Fig. 1: run 1, track usage over the die
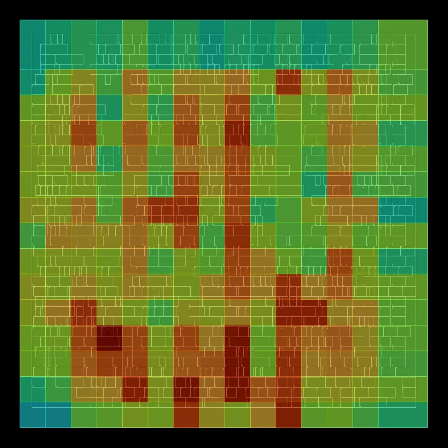
Fig. 2: run 1, metal 2
The bar under the picture is 20 um long.
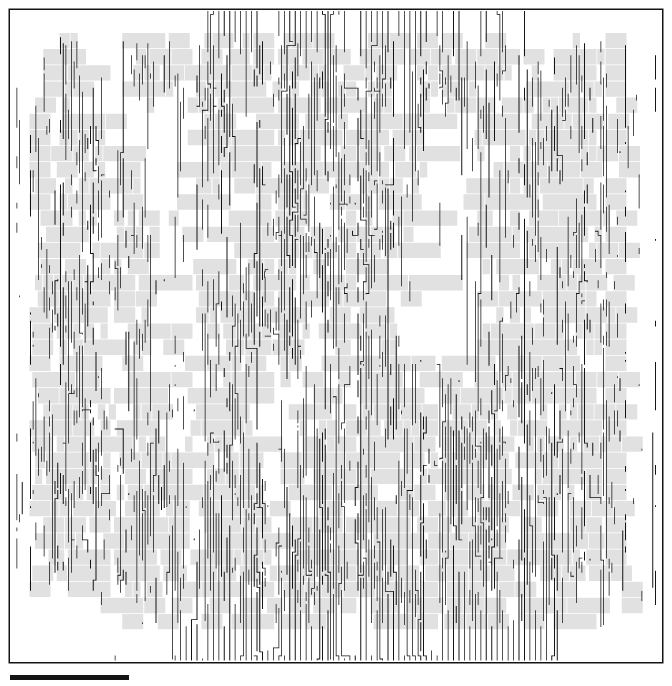
Fig. 3: run 1, cells by drive strength
The bar under the picture is 20 um long.
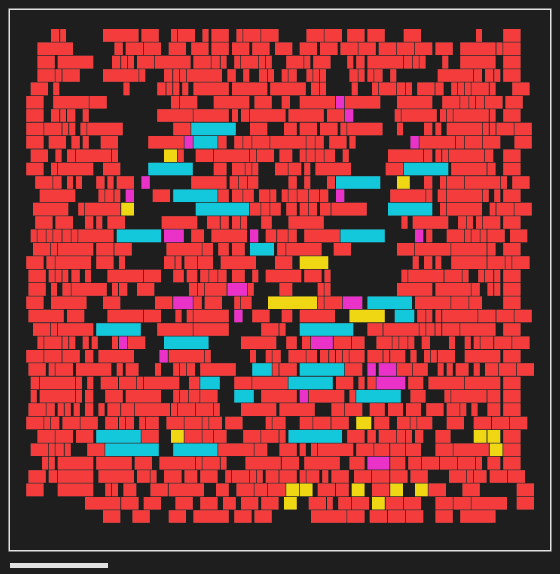
Fig. 4: run 1, signal wires on met1
The bar under the picture is 20 um long. Supply wires on this layer in gray.
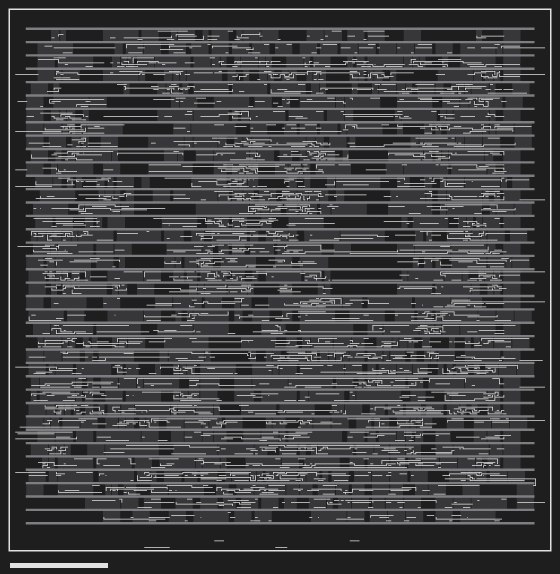
## config.mk

```make
export PLATFORM = sky130hd
export DESIGN_NAME = ifid_stage_flat
export DESIGN_NICKNAME = d
export VERILOG_FILES = /design/src/rtl/ifid_stage_if.sv /design/src/rtl/ifid_stage.sv /design/src/flat_wrapper.sv
export SDC_FILE = /design/constraint.sdc
export NUM_CORES = 1
export LEC_CHECK = 0
export CORE_MARGIN = 3
export CORE_UTILIZATION = 43
export CTS_CLUSTER_SIZE = 20
export DETAILED_ROUTE_END_ITERATION = 16
export GPL_TIMING_DRIVEN = 0
export PLACE_DENSITY = 0.87
export SYNTH_ARGS = -nofsm -noshare
export SYNTH_HDL_FRONTEND = slang
export SYNTH_SLANG_ARGS = --single-unit
```

## constraint.sdc

```tcl
create_clock -name clk -period 5.7 [get_ports clk]
set_input_delay 0.855 -clock clk [delete_from_list [all_inputs] [get_ports clk]]
set_output_delay 0.855 -clock clk [all_outputs]
set_load 0.03 [all_outputs]
```

## src/rtl/ifid_stage_if.sv

```systemverilog
// rtl/ifid_stage_if.sv - fetch/hazard inputs and ID-slot outputs of the IF/ID register
interface ifid_stage_if #(
  parameter int CNT_W = 16
);
  logic [31:0]      instr_in;
  logic [31:0]      pc_in;
  logic [31:0]      pcp4_in;
  logic             flush;
  logic             hold_in;
  logic             ex_reg_write;
  logic             ex_mem_read;
  logic [4:0]       ex_rd;
  logic             mem_mem_read;
  logic [4:0]       mem_rd;
  logic [31:0]      instr_pype1;
  logic [31:0]      pc_pype1;
  logic [31:0]      pcp4_pype1;
  logic             valid_pype1;
  logic [4:0]       rs1_pype1;
  logic [4:0]       rs2_pype1;
  logic             stall_out;
  logic             bubble_out;
  logic [CNT_W-1:0] stall_count;

  modport master (
    output instr_in, pc_in, pcp4_in, flush, hold_in,
           ex_reg_write, ex_mem_read, ex_rd, mem_mem_read, mem_rd,
    input  instr_pype1, pc_pype1, pcp4_pype1, valid_pype1,
           rs1_pype1, rs2_pype1, stall_out, bubble_out, stall_count
  );

  modport slave (
    input  instr_in, pc_in, pcp4_in, flush, hold_in,
           ex_reg_write, ex_mem_read, ex_rd, mem_mem_read, mem_rd,
    output instr_pype1, pc_pype1, pcp4_pype1, valid_pype1,
           rs1_pype1, rs2_pype1, stall_out, bubble_out, stall_count
  );
endinterface

```

## src/rtl/ifid_stage.sv

```systemverilog
// rtl/ifid_stage.sv - IF/ID pipeline register with load-use and early-branch hazard stalls
module ifid_stage #(
  parameter logic [31:0] RESET_PC  = 32'h0001_0060,
  parameter logic [31:0] NOP_INSTR = 32'h0000_0013,
  parameter int          CNT_W     = 16
) (
  input  logic          clk,
  input  logic          rst,
  ifid_stage_if.slave   bus
);

  typedef enum logic {RUN = 1'b0, STALL2 = 1'b1} state_e;

  state_e           state_q, state_d;
  logic [31:0]      instr_q, instr_d;
  logic [31:0]      pc_q, pc_d;
  logic [31:0]      pcp4_q, pcp4_d;
  logic             valid_q, valid_d;
  logic [CNT_W-1:0] cnt_q, cnt_d;

  logic [4:0] rs1, rs2;
  logic       is_br, ex_match, mem_match;
  logic [1:0] need;
  logic       stall, bubble, hazard_stall;

  assign rs1 = instr_q[19:15];
  assign rs2 = instr_q[24:20];

  // x0 is hard-wired zero, so a write to it can never feed an operand
  always_comb begin
    is_br     = (instr_q[6:0] == 7'b1100011) || (instr_q[6:0] == 7'b1100111);
    ex_match  = (bus.ex_rd != 5'd0) && ((bus.ex_rd == rs1) || (bus.ex_rd == rs2));
    mem_match = (bus.mem_rd != 5'd0) && ((bus.mem_rd == rs1) || (bus.mem_rd == rs2));
    need      = 2'd0;
    if (valid_q) begin
      if (is_br && bus.ex_mem_read && ex_match)
        need = 2'd2;
      else if ((bus.ex_mem_read && ex_match) ||
               (is_br && bus.ex_reg_write && !bus.ex_mem_read && ex_match) ||
               (is_br && bus.mem_mem_read && mem_match))
        need = 2'd1;
    end
  end

  always_ff @(posedge clk) begin
    if (rst) state_q <= RUN;
    else     state_q <= state_d;
  end

  always_comb begin
    state_d = state_q;
    if (bus.hold_in)           state_d = state_q;
    else if (bus.flush)        state_d = RUN;
    else if (state_q == STALL2) state_d = RUN;
    else if (need == 2'd2)     state_d = STALL2;
    else                       state_d = RUN;
  end

  always_comb begin
    stall        = 1'b0;
    bubble       = 1'b0;
    hazard_stall = 1'b0;
    if (rst) begin
      stall = 1'b0;
    end else if (bus.hold_in) begin
      stall = 1'b1;
    end else if (bus.flush) begin
      stall = 1'b0;
    end else if ((state_q == STALL2) || (need != 2'd0)) begin
      stall        = 1'b1;
      bubble       = 1'b1;
      hazard_stall = 1'b1;
    end
  end

  always_comb begin
    instr_d = instr_q;
    pc_d    = pc_q;
    pcp4_d  = pcp4_q;
    valid_d = valid_q;
    cnt_d   = cnt_q;
    if (bus.hold_in) begin
      cnt_d = cnt_q;
    end else if (bus.flush) begin
      instr_d = NOP_INSTR;
      pc_d    = bus.pc_in;
      pcp4_d  = bus.pcp4_in;
      valid_d = 1'b0;
    end else if (hazard_stall) begin
      if (cnt_q != {CNT_W{1'b1}}) cnt_d = cnt_q + 1'b1;
    end else begin
      instr_d = bus.instr_in;
      pc_d    = bus.pc_in;
      pcp4_d  = bus.pcp4_in;
      valid_d = 1'b1;
    end
  end

  always_ff @(posedge clk) begin
    if (rst) begin
      instr_q <= NOP_INSTR;
      pc_q    <= RESET_PC;
      pcp4_q  <= RESET_PC + 32'd4;
      valid_q <= 1'b0;
      cnt_q   <= '0;
    end else begin
      instr_q <= instr_d;
      pc_q    <= pc_d;
      pcp4_q  <= pcp4_d;
      valid_q <= valid_d;
      cnt_q   <= cnt_d;
    end
  end

  assign bus.instr_pype1 = instr_q;
  assign bus.pc_pype1    = pc_q;
  assign bus.pcp4_pype1  = pcp4_q;
  assign bus.valid_pype1 = valid_q;
  assign bus.rs1_pype1   = rs1;
  assign bus.rs2_pype1   = rs2;
  assign bus.stall_out   = stall;
  assign bus.bubble_out  = bubble;
  assign bus.stall_count = cnt_q;

endmodule

```

## src/flat_wrapper.sv

```systemverilog
// flat-port wrapper written by rule: the top's interface ports become plain ports
module ifid_stage_flat 
#(
  parameter logic [31:0] RESET_PC  = 32'h0001_0060,
  parameter logic [31:0] NOP_INSTR = 32'h0000_0013,
  parameter int          CNT_W     = 16
)
  (clk, rst, bus_instr_in, bus_pc_in, bus_pcp4_in, bus_flush, bus_hold_in, bus_ex_reg_write, bus_ex_mem_read, bus_ex_rd, bus_mem_mem_read, bus_mem_rd, bus_instr_pype1, bus_pc_pype1, bus_pcp4_pype1, bus_valid_pype1, bus_rs1_pype1, bus_rs2_pype1, bus_stall_out, bus_bubble_out, bus_stall_count);
  ifid_stage_if #(.CNT_W(CNT_W)) bus_i ();
  input  logic clk;
  input  logic rst;
  input wire logic [$bits(bus_i.instr_in)-1:0] bus_instr_in;
  input wire logic [$bits(bus_i.pc_in)-1:0] bus_pc_in;
  input wire logic [$bits(bus_i.pcp4_in)-1:0] bus_pcp4_in;
  input wire logic [$bits(bus_i.flush)-1:0] bus_flush;
  input wire logic [$bits(bus_i.hold_in)-1:0] bus_hold_in;
  input wire logic [$bits(bus_i.ex_reg_write)-1:0] bus_ex_reg_write;
  input wire logic [$bits(bus_i.ex_mem_read)-1:0] bus_ex_mem_read;
  input wire logic [$bits(bus_i.ex_rd)-1:0] bus_ex_rd;
  input wire logic [$bits(bus_i.mem_mem_read)-1:0] bus_mem_mem_read;
  input wire logic [$bits(bus_i.mem_rd)-1:0] bus_mem_rd;
  output wire logic [$bits(bus_i.instr_pype1)-1:0] bus_instr_pype1;
  output wire logic [$bits(bus_i.pc_pype1)-1:0] bus_pc_pype1;
  output wire logic [$bits(bus_i.pcp4_pype1)-1:0] bus_pcp4_pype1;
  output wire logic [$bits(bus_i.valid_pype1)-1:0] bus_valid_pype1;
  output wire logic [$bits(bus_i.rs1_pype1)-1:0] bus_rs1_pype1;
  output wire logic [$bits(bus_i.rs2_pype1)-1:0] bus_rs2_pype1;
  output wire logic [$bits(bus_i.stall_out)-1:0] bus_stall_out;
  output wire logic [$bits(bus_i.bubble_out)-1:0] bus_bubble_out;
  output wire logic [$bits(bus_i.stall_count)-1:0] bus_stall_count;
  assign bus_i.instr_in = bus_instr_in;
  assign bus_i.pc_in = bus_pc_in;
  assign bus_i.pcp4_in = bus_pcp4_in;
  assign bus_i.flush = bus_flush;
  assign bus_i.hold_in = bus_hold_in;
  assign bus_i.ex_reg_write = bus_ex_reg_write;
  assign bus_i.ex_mem_read = bus_ex_mem_read;
  assign bus_i.ex_rd = bus_ex_rd;
  assign bus_i.mem_mem_read = bus_mem_mem_read;
  assign bus_i.mem_rd = bus_mem_rd;
  assign bus_instr_pype1 = bus_i.instr_pype1;
  assign bus_pc_pype1 = bus_i.pc_pype1;
  assign bus_pcp4_pype1 = bus_i.pcp4_pype1;
  assign bus_valid_pype1 = bus_i.valid_pype1;
  assign bus_rs1_pype1 = bus_i.rs1_pype1;
  assign bus_rs2_pype1 = bus_i.rs2_pype1;
  assign bus_stall_out = bus_i.stall_out;
  assign bus_bubble_out = bus_i.bubble_out;
  assign bus_stall_count = bus_i.stall_count;
  ifid_stage #(.RESET_PC(RESET_PC), .NOP_INSTR(NOP_INSTR), .CNT_W(CNT_W)) u_core (.clk(clk), .rst(rst), .bus(bus_i));
endmodule
```

==> impl.org, run 1 <==
#+TITLE: Flow metrics

** Power
- Across the VDD grid, the largest voltage drop is 212 uV.
- The design draws 2.29 mW.
- Fraction of power consumed by combinational cells :: 0.161
- The power report lists the combinational group at 0.368 mW.
- The power report attributes to the sequential group a share of 0.376.
- Dominant power group :: clock
- The internal power of the cells totals 1.73 mW.
- Total power divided by cell area :: 295 mW/mm2
- The power report puts the net switching power at 0.565 mW.
- In this run the static leakage power is 3.07 nW.

** Layout
- Per the cell usage report, the commonest logic cells after layout are clkdlybuf4s50_1 (236), nand2_1 (138), dfxtp_1 (114).
- Buffers, non-clock :: 281
- For this run, the post-layout net count is 923.
- Filler cell count :: 775
- Comb gate area :: 0.00208 mm2
- Leading cell category by total area :: non-clock buffers
- The non-clock inverters instantiated in the layout total 4.
- Per the layout area report, the sequential fraction of cell area is 0.294.
- Growth of design area from synthesis to finish :: 67.4%
- The finished layout holds 957 standard cells, fillers aside.
- Final non-clock buffer share :: 0.337
- Summing all flip-flop and latch instances after layout gives 0.00228 mm2.
- Number of logic gates :: 391
- Most common library cell in the layout ignoring fill and taps :: clkdlybuf4s50_1

** Routing
- Wl on met1 :: 5.81 mm
- Number of DRC markers in iteration 0 :: 345
- DR DRC count :: 0
- Per the detail_route report, the via count comes to 4931.
- In the log, the iteration count for the first detailed-route pass is 5.
- After detailed routing, the met3 layer carries 1.48 mm of wire.
- Number of nets still failing antenna checks after routing :: 0

** Global routing
- Global-route wire length before repair :: 24.1 mm
- Number of antenna violations at the first check in global routing :: 0
- The number of global-route vias before repair came to 4830.
- Largest net degree at the start of global routing :: 17
- Met2 usage in global routing :: 0.443
- Routing resource usage on met3 recorded by global route was 0.0916.

** Worst setup path
- Largest fanout on the critical path :: 10
- Cell with the biggest individual delay on the critical path :: clkdlybuf4s50_1
- The script reports the combined buffer and inverter count of the critical path as 3.
- Data required time of the worst path :: 4.85 ns
- Setup crit end :: bus_stall_out
- Path length in cells of the critical path :: 8
- In this design, the stage delay of the slowest critical-path cell is 0.62 ns.
- Critical Path Sink Type :: output port
- Worst Path Class, Setup :: in -> out
- The worst register-to-register path has a setup slack of 3.25 ns.
- Broken down by cell family, the worst path's largest delay share belongs to buffers and inverters.

** Synthesis
- Sorting the synthesized cells by area gives the leading types as dfxtp_1 (49%), nand2_1 (11%), a21oi_1 (7.3%).
- In the Yosys report the total cell count is 554.
- Summing every instance area after synthesis gives 0.00464 mm2.
- Among all flip-flop cells after synthesis, the most frequent one is dfxtp_1.
- After synthesis, the netlist uses 41 different library cells.
- Number of warnings reported in the yosys synthesis log :: 0
- Portion of synthesized cell area occupied by the leading cell type :: 0.492
- Post-Synth AOI/OAI Area :: 0.177
- Sorting the Yosys area breakdown by cell type puts at the top dfxtp_1.
- At floorplan, the net count of the design was reported as 668.
- Area fraction in and, or, nand and nor cells after synthesis :: 0.222
- Async SR Flop Fraction :: 0
- Prevailing logic family in the synthesized netlist :: simple AND/OR/NAND/NOR gates
- Mux cell area share after synthesis :: 0.00944
- Flip-flops with a built-in enable :: 0
- In this run, the synthesized area fraction spent on adder and majority cells is recorded as 0.00270.
- nand2_1 is the most common cell in the netlist.
- Per the synthesis report, the XOR/XNOR share of the synthesized area is 0.0377.
- Ranked by instance count, the synthesized netlist is headed by nand2_1 (138), dfxtp_1 (114), a21oi_1 (68), nor2_1 (46), a22oi_1 (30).

** STA
- Unrepaired setup endpoints after global routing :: false
- Across the routed clock network, the largest skew measured is 0.00922 ns.
- Across all setup checks in the final design, the least slack found is 1.08 ns.
- Setup violations remaining at the end of the flow were counted as 0.
- The final timing report lists a max-slew violation count of 0.
- For the pin with the worst max-slew slack, the measured transition is 0.686 ns.
- Fin crit period :: 4.62 ns

** Die
- Tapcell count :: 136
- Core box area :: 0.0104 mm2
- Starting Density :: 0.446

** CTS
- For this design, the CTS-stage hold fixing added 0 buffers.
- TritonCTS clock tree :: built
- The number of setup buffers added after CTS is 0.
- Maximum clock path buffer count :: 2
- Master cell of the clock root buffer :: clkbuf_8
- Quantity of gates resized following cts :: 0

** Run status
- Result of the run :: complete, no violations

** Placed design
- After detailed placement, the design holds a cell count of 926.
- According to the dpl log, the detail-placed design has an HPWL of 11.7 mm.
- GP Congestion :: 0.816

** Hold path
- The worst hold path belongs to the class reg -> reg.
- Sink of the worst hold path :: u_core.bus.pcp4_pype1[15]

** Flow run
- Warning total across the stage logs :: 26
Back to the opening pictures, Fig. 1:
final routed wire length divided by cell count: 16.2 um
GR Util All Layers: 0.257
layer carrying the most global-route usage: met2

Back to the opening pictures, Fig. 2:
nets with wire on the layer: 802
share of all routed wire: 50%
main direction: vertical
wire length on this layer: 7680 um
longest straight run: 43.7 um

Back to the opening pictures, Fig. 3:
| color | size | cells |
|---|---|---|
| magenta | drive 2 | 22 |
| yellow | drive 3 to 4 | 18 |
| red | drive 1 or less | 755 |
| cyan | drive 6 and up | 26 |

Back to the opening pictures, Fig. 4:
nets with wire on the layer: 813
main direction: horizontal

==> run 1 -> run 2 <==
CORE_UTILIZATION = 36   (was 43)
PLACE_DENSITY = 0.78   (was 0.87)
clock period = 3.7 ns   (was 5.7 ns; I/O delays follow)
Fig. 5: run 2, track usage over the die
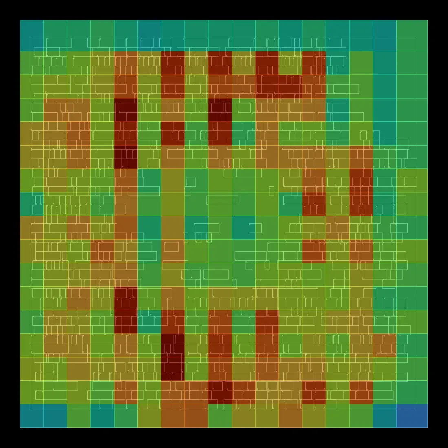
GR Util All Layers: 0.229
met1 usage in global routing: 0.252
met2 usage in global routing: 0.389

==> run 2 against run 1 <==
  * Cell count increased by 3.2%
  * Clock-buffer cell count rose by 3
  * Sequential share of layout area grew 0.071 points
  * Die size up 18%
  * Critical path type unchanged
  * Critical endpoint is now bus_bubble_out
  * Largest power group unchanged
  * Highest routed layer unchanged
==> impl.org, run 2 <==
#+TITLE: Flow metrics

** Run status
- Result of the run :: complete, no violations

** Placed design
- After detailed placement, the total cell area comes to 0.00721 mm2.
- Port buffering added 236 buffers.
- GP Congestion :: 0.861
- Half-perimeter wire length after placement :: 12.4 mm
- Including well taps, the total number of placed cells is 958.

** Global routing
- Routing usage on met3 :: 0.0938
- Number of antenna violations at the first check in global routing :: 0
- Largest net degree at the start of global routing :: 17
- Global-route wire length before repair :: 25.8 mm
- In this run the most used layer during global routing was met2.
- Via count of the first global-routing pass :: 4977

** Routing
- In the per-layer summary, the met1 wirelength comes to 6.36 mm.
- Per the post-route antenna check, the number of violating nets is 0.
- Detailed routing inserted a total of 4920 vias.
- Total met3 wirelength after detailed routing :: 1.34 mm
- The DRC violation total left in the routed layout is recorded as 0.
- Number of DRC markers in iteration 0 :: 340
- The first detailed-routing pass ran for 5 iterations.

** Layout
- Fraction of final layout cells sized beyond drive strength 1 :: 0.0780
- Sequential share of cell area :: 0.294
- By instance count after routing, the leading logic cell type is clkdlybuf4s50_1.
- Top Layout Cells :: clkdlybuf4s50_1 (234), nand2_1 (138), dfxtp_1 (114)
- Filler cell count :: 1059
- Leading cell category by total area :: non-clock buffers
- The multi-input combinational cells in the finished layout cover a total of 0.00209 mm2.
- Final #Nets :: 923
- Inverter count of the layout excluding clock inverters :: 4
- Number of logic gates :: 391
- Measured on the final layout, buffering overhead outside the clock network stands at 0.338.
- The finished cells cover 0.00775 mm2.
- Once layout is complete, the cells apart from fillers number 988.
- Across the whole layout, storage elements account for 0.00228 mm2.

** Synthesis
- Yosys shows that the main logic family after synthesis is simple AND/OR/NAND/NOR gates.
- Async SR Flop Fraction :: 0
- Post-Synth AOI/OAI Area :: 0.177
- Unique cell types :: 41
- Post-synthesis cell count from yosys :: 554
- Number of warnings reported in the yosys synthesis log :: 0
- Mapped Area :: 0.00464 mm2
- Leading post-synthesis cells by instance count :: nand2_1 (138), dfxtp_1 (114), a21oi_1 (68), nor2_1 (46), a22oi_1 (30)
- Portion of synthesized cell area occupied by the leading cell type :: 0.492
- Of all cell types, the one taking the most synthesized area is dfxtp_1.
- XOR Share, Synth :: 0.0377
- Area fraction in and, or, nand and nor cells after synthesis :: 0.222
- Yosys mapped a number of flops with a built-in enable equal to 0.
- Predominant post-synthesis flop cell :: dfxtp_1
- Mapped Nets :: 668
- Mux cell area share after synthesis :: 0.00944
- The main area contributors are dfxtp_1 (49%), nand2_1 (11%), a21oi_1 (7.3%).
- The most frequently used library cell after synthesis is nand2_1.
- Of the total synthesized cell area, the portion taken by full adders, half adders and majority gates is 0.00270.

** STA
- Fin crit period :: 3.54 ns
- Per the final report, max-transition violations number 0.
- Setup repair after global routing left no endpoint under its margin.
- For the pin with the worst max-slew slack, the measured transition is 0.720 ns.
- Finish-stage setup viols :: 0
- Period utilization :: 0.956
- The tightest hold path in the finished design has a slack of 0.449 ns.
- Setup slack on the critical path of the routed design comes to 0.165 ns.

** Worst setup path
- Critical Path Sink Type :: output port
- For this run, the slowest stage of the critical path takes 0.49 ns.
- Path length in cells of the critical path :: 9
- Worst Path Class, Setup :: in -> out
- Data required time of the worst path :: 3.14 ns
- The cell family contributing the most delay on the critical path is buffers and inverters.
- Along the worst path, the maximum fanout reaches 10.
- Cell with the biggest individual delay on the critical path :: clkdlybuf4s50_1
- Along the critical path, the tally of buffer and inverter instances is 3.
- According to the timing report, the critical path is captured at bus_bubble_out.

** Power
- Internal cell power :: 2.50 mW
- The share of total power dissipated in sequential elements is 0.393.
- Ranked by power, first place goes to clock.
- P_leak :: 3.05 nW
- P_comb :: 0.576 mW
- Switching power :: 0.873 mW
- The report lists the power per cell area as 435 mW/mm2.
- The share of total power dissipated in combinational logic is 0.171.
- Power consumption :: 3.37 mW

** Hold path
- Sink of the worst hold path :: u_core.bus.pcp4_pype1[10]

** Die
- Tapcell count :: 168
- Die width :: 120 um
- Core box area :: 0.0123 mm2
- The share of the core area taken by cells at floorplan is 0.377.

** CTS
- Post-cts hold-fix buffer tally :: 0
- Maximum clock path buffer count :: 2
- TritonCTS built the clock tree.
- Quantity of gates resized following cts :: 5
- Buffers inserted by post-CTS timing repair :: 0

** Flow run
- Warning total across the stage logs :: 26
==> run 2 -> run 3 <==
CORE_MARGIN = 2   (was 3)
Fig. 6: run 3, zoomed window
The bar under the picture is 10 um long. Window x 39 to 79, y 15 to 55 um. Cells in gray, sequential cells in the stronger gray; small squares are vias.
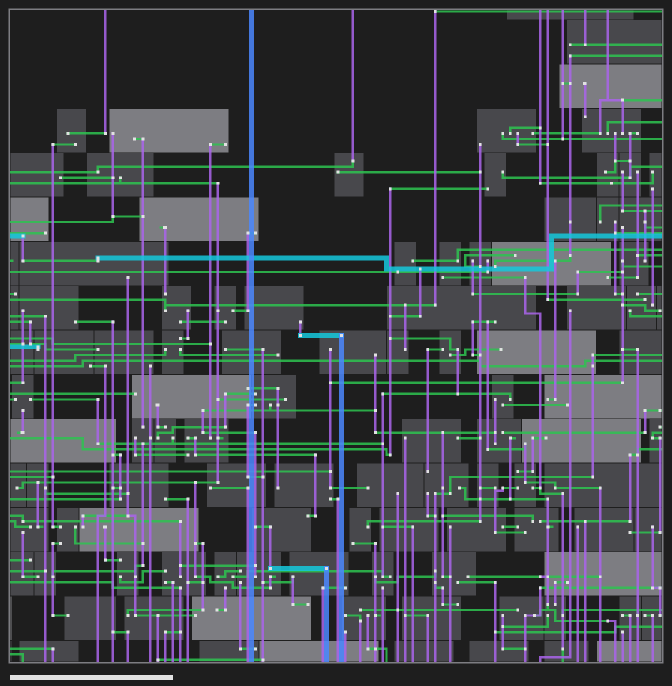
| color | layer |
|---|---|
| green | met1 |
| blue | met4 |
| purple | met2 |
| cyan | met3 |
most frequent: clkdlybuf4s50_1 (18), nor2_1 (17), dfxtp_1 (12)
sequential cells in the window: 12
cells with their middle in the window: 87
netlist names of flops here include: u_core.bus.instr_pype1 (9)

==> run 3 against run 2 <==
  * Clock-buffer cell count shrank 1
  * Synthesized area stayed put
  * Hold slack got worse by 0.0012 ns
  * Global-route usage down 1.2 points
  * Register-to-register slack worse by 0.02 ns
  * Clock power grew 14%
  * Critical path depth fell by 1
  * Combinational power shrank 0.9%
  * Utilization fell by 0.87 points
  * Clock skew grew 0.0055 ns
  * Worst setup slack got worse by 0.0073 ns
  * Critical endpoint is now bus_stall_out
  * Largest cell class unchanged
==> impl.org, run 3 <==
#+TITLE: Flow metrics

** Placed design
- GP Congestion :: 0.843
- Per the detailed placement report, the placed cell area equals 0.00722 mm2.

** Hold path
- Sink of the worst hold path :: u_core.bus.pc_pype1[11]

** Worst setup path
- Cell with the biggest individual delay on the critical path :: or4_1
- The worst setup path is captured at an output port.
- Data required time of the worst path :: 3.14 ns
- Per the timing report, the biggest fanout along the worst path comes to 10.
- The timing report gives the biggest stage delay along the critical path as 0.58 ns.
- The kind of cell with the highest combined delay along the critical path is buffers and inverters.
- The number of buffers and inverters on the critical path is 3.
- The critical path is of the in -> out type.

** Layout
- In the final layout, the share of cells above drive strength 1 is 0.0840.
- Compared with the post-synthesis result, the final layout area differs by 68.8%.
- For this run, the post-layout net count is 923.
- Final non-clock buffer share :: 0.334
- The library cell used most frequently in the layout, excluding fill and tap cells, is clkdlybuf4s50_1.
- Sequential share of cell area :: 0.291
- Non-clock inverters in the final layout number 4.
- Comb gate area :: 0.00209 mm2
- Sequential Area :: 0.00228 mm2
- The finished layout holds 993 standard cells, fillers aside.
- The layout has 281 buffers outside the clock class.

** Synthesis
- Ranking of synthesized cells by area :: dfxtp_1 (49%), nand2_1 (11%), a21oi_1 (7.3%)
- Mapped Nets :: 668
- Mux cell area share after synthesis :: 0.00944
- Prevailing logic family in the synthesized netlist :: simple AND/OR/NAND/NOR gates
- Of the total synthesized cell area, the portion taken by AND-OR and OR-AND cells is 0.177.
- Number of warnings reported in the yosys synthesis log :: 0
- Adder-cell area share of the yosys netlist :: 0.00270
- The commonest cells after synthesis are nand2_1 (138), dfxtp_1 (114), a21oi_1 (68), nor2_1 (46), a22oi_1 (30).
- Portion of synthesized cell area occupied by the leading cell type :: 0.492
- The synthesized netlist was found by Yosys to have 554 cells.
- Cell type with the highest aggregate area in the netlist :: dfxtp_1

** Power
- For this design the total switching power over the nets is 0.894 mW.
- Sequential power share :: 0.370
- The power report attributes to the combinational group a share of 0.160.
- Internal cell power :: 2.68 mW

** Routing
- The routed wirelength on the met1 layer is recorded as 6.51 mm.
- Once detail routing completed, the nets flagged for antenna violations numbered 0.
- Detailed-route via count :: 4784
- The script logs the mean routed wire length per placed instance as 15.2 um.
- Total met3 wirelength after detailed routing :: 950 um
- The first TritonRoute pass finished after 4 iterations.

** CTS
- Post-cts hold-fix buffer tally :: 0
- Buffers inserted by post-CTS timing repair :: 0
- Maximum clock path buffer count :: 2
- Quantity of gates resized following cts :: 4

** STA
- The final timing report lists a max-slew violation count of 0.
- Fin crit period :: 3.54 ns
- In the post-route analysis, the smallest setup slack over all paths is 0.157 ns.
- Across all hold checks on the routed design, the worst slack comes to 0.448 ns.
- In the final run the clock tree shows a worst skew of 0.0129 ns.
- Setup repair after global routing left no endpoint under its margin.
- The final timing report counts setup violations totalling 0.

** Global routing
- GR Util All Layers :: 0.217
- Met1 usage in global routing :: 0.259
- Largest net degree at the start of global routing :: 17
- Routing usage on met3 :: 0.0790

** Die
- Starting Density :: 0.368
- Tap insertion was completed with 172 tapcells.
- Die width :: 118 um

** Run status
- The flow ran to the end, and the final reports show no timing, DRC or antenna violations.

** Flow run
- Warning total across the stage logs :: 26
No activity file was given, so power comes from the tool's default toggle rates.
